===== config.mk =====
export PLATFORM = sky130hd
export DESIGN_NAME = mem_stall_unit
export DESIGN_NICKNAME = d
export VERILOG_FILES = /design/src/rtl/mem_stall_unit.sv
export SDC_FILE = /design/constraint.sdc
export NUM_CORES = 1
export LEC_CHECK = 0
export CAP_MARGIN = 10
export CORE_MARGIN = 10
export CORE_UTILIZATION = 40
export DETAILED_ROUTE_END_ITERATION = 10
export PLACE_DENSITY = 0.78
export SLEW_MARGIN = 20
export SYNTH_ARGS = -nofsm -noshare
export SYNTH_HDL_FRONTEND = slang
export SYNTH_SLANG_ARGS = --single-unit
export TNS_END_PERCENT = 50

===== constraint.sdc =====
create_clock -name clk_i -period 1.8 [get_ports clk_i]
set_input_delay 0.27 -clock clk_i [delete_from_list [all_inputs] [get_ports clk_i]]
set_output_delay 0.27 -clock clk_i [all_outputs]
set_load 0.005 [all_outputs]

===== src/rtl/mem_stall_unit.sv =====
// mem_stall_unit
// MEM-stage data-memory access controller. Turns the one-cycle MemRead /
// MemWrite controls held in EX/MEM into a req/ack transaction on a
// variable-latency memory port and freezes the pipeline until the memory
// answers. Captured load data is handed to MEM/WB in the DONE cycle.

module mem_stall_unit #(
   parameter int DATA_W = 32,
   parameter int ADDR_W = 32,
   parameter int CNT_W  = 16
) (
   input  logic              clk_i,
   input  logic              rst_i,
   input  logic              EX_MEM_MemRead_i,
   input  logic              EX_MEM_MemWrite_i,
   input  logic [ADDR_W-1:0] EX_MEM_addr_i,
   input  logic [DATA_W-1:0] EX_MEM_wdata_i,
   output logic              mem_req_o,
   output logic              mem_we_o,
   output logic [ADDR_W-1:0] mem_addr_o,
   output logic [DATA_W-1:0] mem_wdata_o,
   input  logic              mem_ack_i,
   input  logic [DATA_W-1:0] mem_rdata_i,
   output logic [DATA_W-1:0] rdata_o,
   output logic              stall_o,
   output logic [CNT_W-1:0]  stall_cnt_o
);

   typedef enum logic [1:0] {
      ST_IDLE = 2'd0,
      ST_WAIT = 2'd1,
      ST_DONE = 2'd2
   } state_e;

   state_e state_q, state_d;

   logic              req_q,   req_d;
   logic              we_q,    we_d;
   logic [ADDR_W-1:0] addr_q,  addr_d;
   logic [DATA_W-1:0] wdata_q, wdata_d;
   logic [DATA_W-1:0] rdata_q, rdata_d;
   logic [CNT_W-1:0]  cnt_q,   cnt_d;

   logic access;
   logic stall;
   logic issue;
   logic complete;

   assign access = EX_MEM_MemRead_i | EX_MEM_MemWrite_i;

   // State register; reset drops any in-flight transaction back to IDLE
   always_ff @(posedge clk_i or negedge rst_i) begin
      if (!rst_i) begin
         state_q <= ST_IDLE;
      end else begin
         state_q <= state_d;
      end
   end

   // Next-state logic: IDLE issues, WAIT holds until ack, DONE always retires
   always_comb begin
      state_d = state_q;
      case (state_q)
         ST_IDLE: if (access)    state_d = ST_WAIT;
         ST_WAIT: if (mem_ack_i) state_d = ST_DONE;
         ST_DONE:                state_d = ST_IDLE;
         default:                state_d = ST_IDLE;
      endcase
   end

   // Output decode: stall covers the issuing IDLE cycle and every WAIT cycle
   always_comb begin
      stall    = 1'b0;
      issue    = 1'b0;
      complete = 1'b0;
      case (state_q)
         ST_IDLE: begin
            stall = access;
            issue = access;
         end
         ST_WAIT: begin
            stall    = 1'b1;
            complete = mem_ack_i;
         end
         default: begin
            stall    = 1'b0;
         end
      endcase
   end

   // Datapath next values: latch the request on issue, capture load data on
   // completion, and count stalled edges with saturation at all-ones
   always_comb begin
      req_d   = req_q;
      we_d    = we_q;
      addr_d  = addr_q;
      wdata_d = wdata_q;
      rdata_d = rdata_q;
      cnt_d   = cnt_q;
      if (issue) begin
         req_d   = 1'b1;
         we_d    = EX_MEM_MemWrite_i & ~EX_MEM_MemRead_i;
         addr_d  = EX_MEM_addr_i;
         wdata_d = EX_MEM_wdata_i;
      end
      if (complete) begin
         req_d = 1'b0;
         if (!we_q) begin
            rdata_d = mem_rdata_i;
         end
      end
      if (stall && (cnt_q != {CNT_W{1'b1}})) begin
         cnt_d = cnt_q + CNT_W'(1);
      end
   end

   // Datapath registers, all cleared asynchronously
   always_ff @(posedge clk_i or negedge rst_i) begin
      if (!rst_i) begin
         req_q   <= 1'b0;
         we_q    <= 1'b0;
         addr_q  <= '0;
         wdata_q <= '0;
         rdata_q <= '0;
         cnt_q   <= '0;
      end else begin
         req_q   <= req_d;
         we_q    <= we_d;
         addr_q  <= addr_d;
         wdata_q <= wdata_d;
         rdata_q <= rdata_d;
         cnt_q   <= cnt_d;
      end
   end

   assign mem_req_o   = req_q;
   assign mem_we_o    = we_q;
   assign mem_addr_o  = addr_q;
   assign mem_wdata_o = wdata_q;
   assign rdata_o     = rdata_q;
   assign stall_o     = stall;
   assign stall_cnt_o = cnt_q;

endmodule

### Metal layers overlaid

Only two layers are drawn.
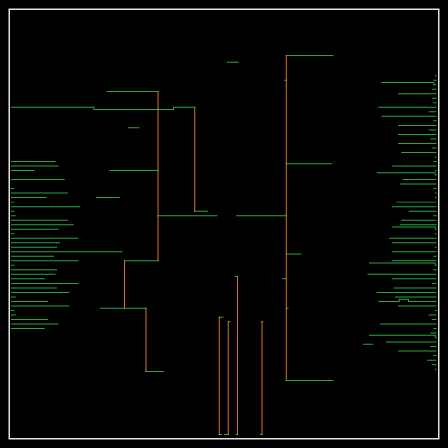
color	layer	wire length
orange	met4	365 µm
green	met3	1,140 µm
vias: 3,339
WL/cell: 19.87 µm

### Clock wires, drivers and flops

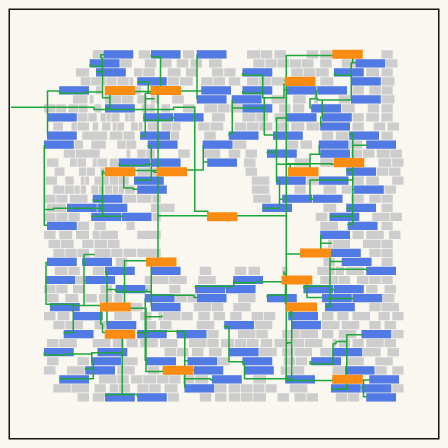
[orange] cells driving clock nets | count: 17
[blue] flip-flops | count: 116
[green] clock wires | length: 1,480 µm
routed clock nets	18
Clock power frac: 23.6%
clock skew: 6.128 ps

### Cells colored by class

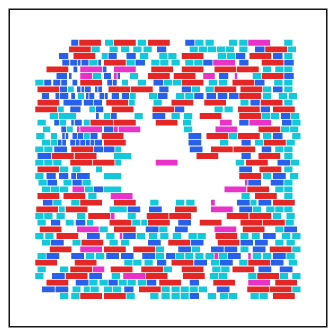
color	class	cells	share of their area
red	flip-flops	116	38%
blue	all other logic	162	23%
magenta	clock drivers and dummy loads	32	7.0%
cyan	other buffers and delay cells	243	32%
Seq area share: 37.23%
Util after Layout: 67.74%

==> results.txt <==
Outcome: finished clean
Clock transition at path regs: 50 ps
Non-clk bufs: 243
Max_slew headroom: 71.64%
Gr ovfl total: 0
Top Layer Used: met4
Num ports: 216
Critical Setup Path Class: reg2reg
R2r endpoint: rdata_o[20]
Clock network area share: 6.881%
Final Wtd Congestion: 0.7956
Chip area line of the yosys report: 4747 µm²
Total CTS buffers: 17
Synth Seq Share: 61.15%
Invs w/o clock: 4
Final WL: 13,830 µm
Design area: 7801 µm²
Clk sinks: 116
Crit path required time: 2080 ps
Post-placement cell area: 7231 µm²
Synth Register Bits: 116
Seq pwr: 0.00453 W
Total power: 0.01275 W
Setup ws final: 101.5 ps
Final setup fails: 0
Resize count post-CTS: 4
Comb pwr share: 40.9%
Cell count after placement: 661
Comb group: 0.00521 W
Sequential Area: 2904 µm²
Period utilization: 94.36%
Met1 Use GR: 18.23%
Gate Area: 1743 µm²
### I/O pins on the die edge

Pins as bars across the die edge, other pins in gray.
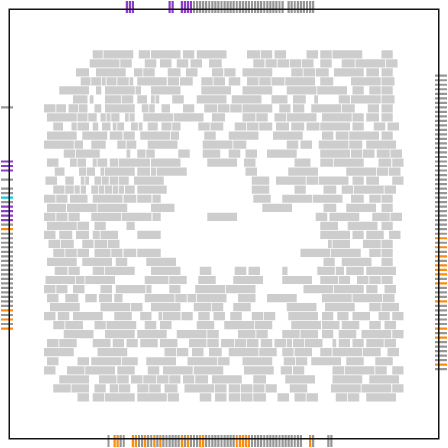
color	port	pins	direction	edge
cyan	EX_MEM_MemWrite_i	1	input	west
purple	stall_cnt_o	16	output	9 north, 7 west
orange	EX_MEM_wdata_i	32	input	17 south, 11 east, 4 west
Die W: 128.9 µm
input/output buffers: 215
die height: 128.9 µm

### Track usage over the die

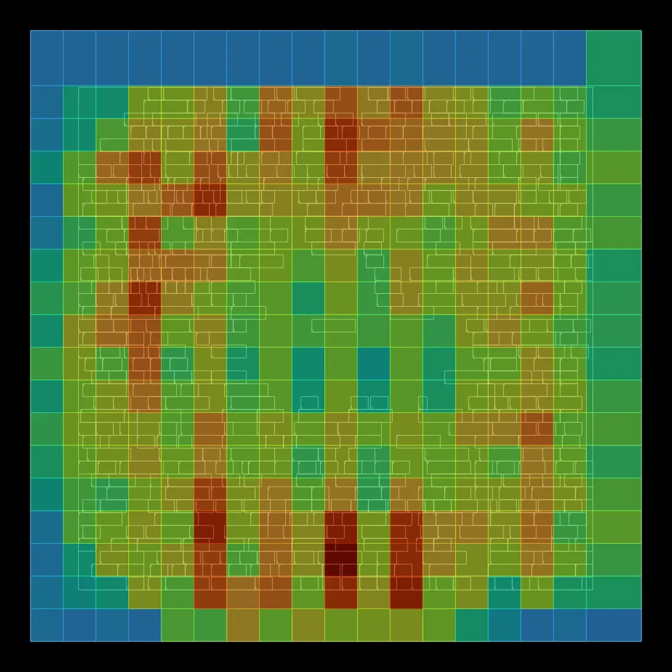
GR peak layer: met2
met3 Use GR: 7.023%
GR Layer Usage met2: 28.55%

Power and IR drop assume default switching activity.
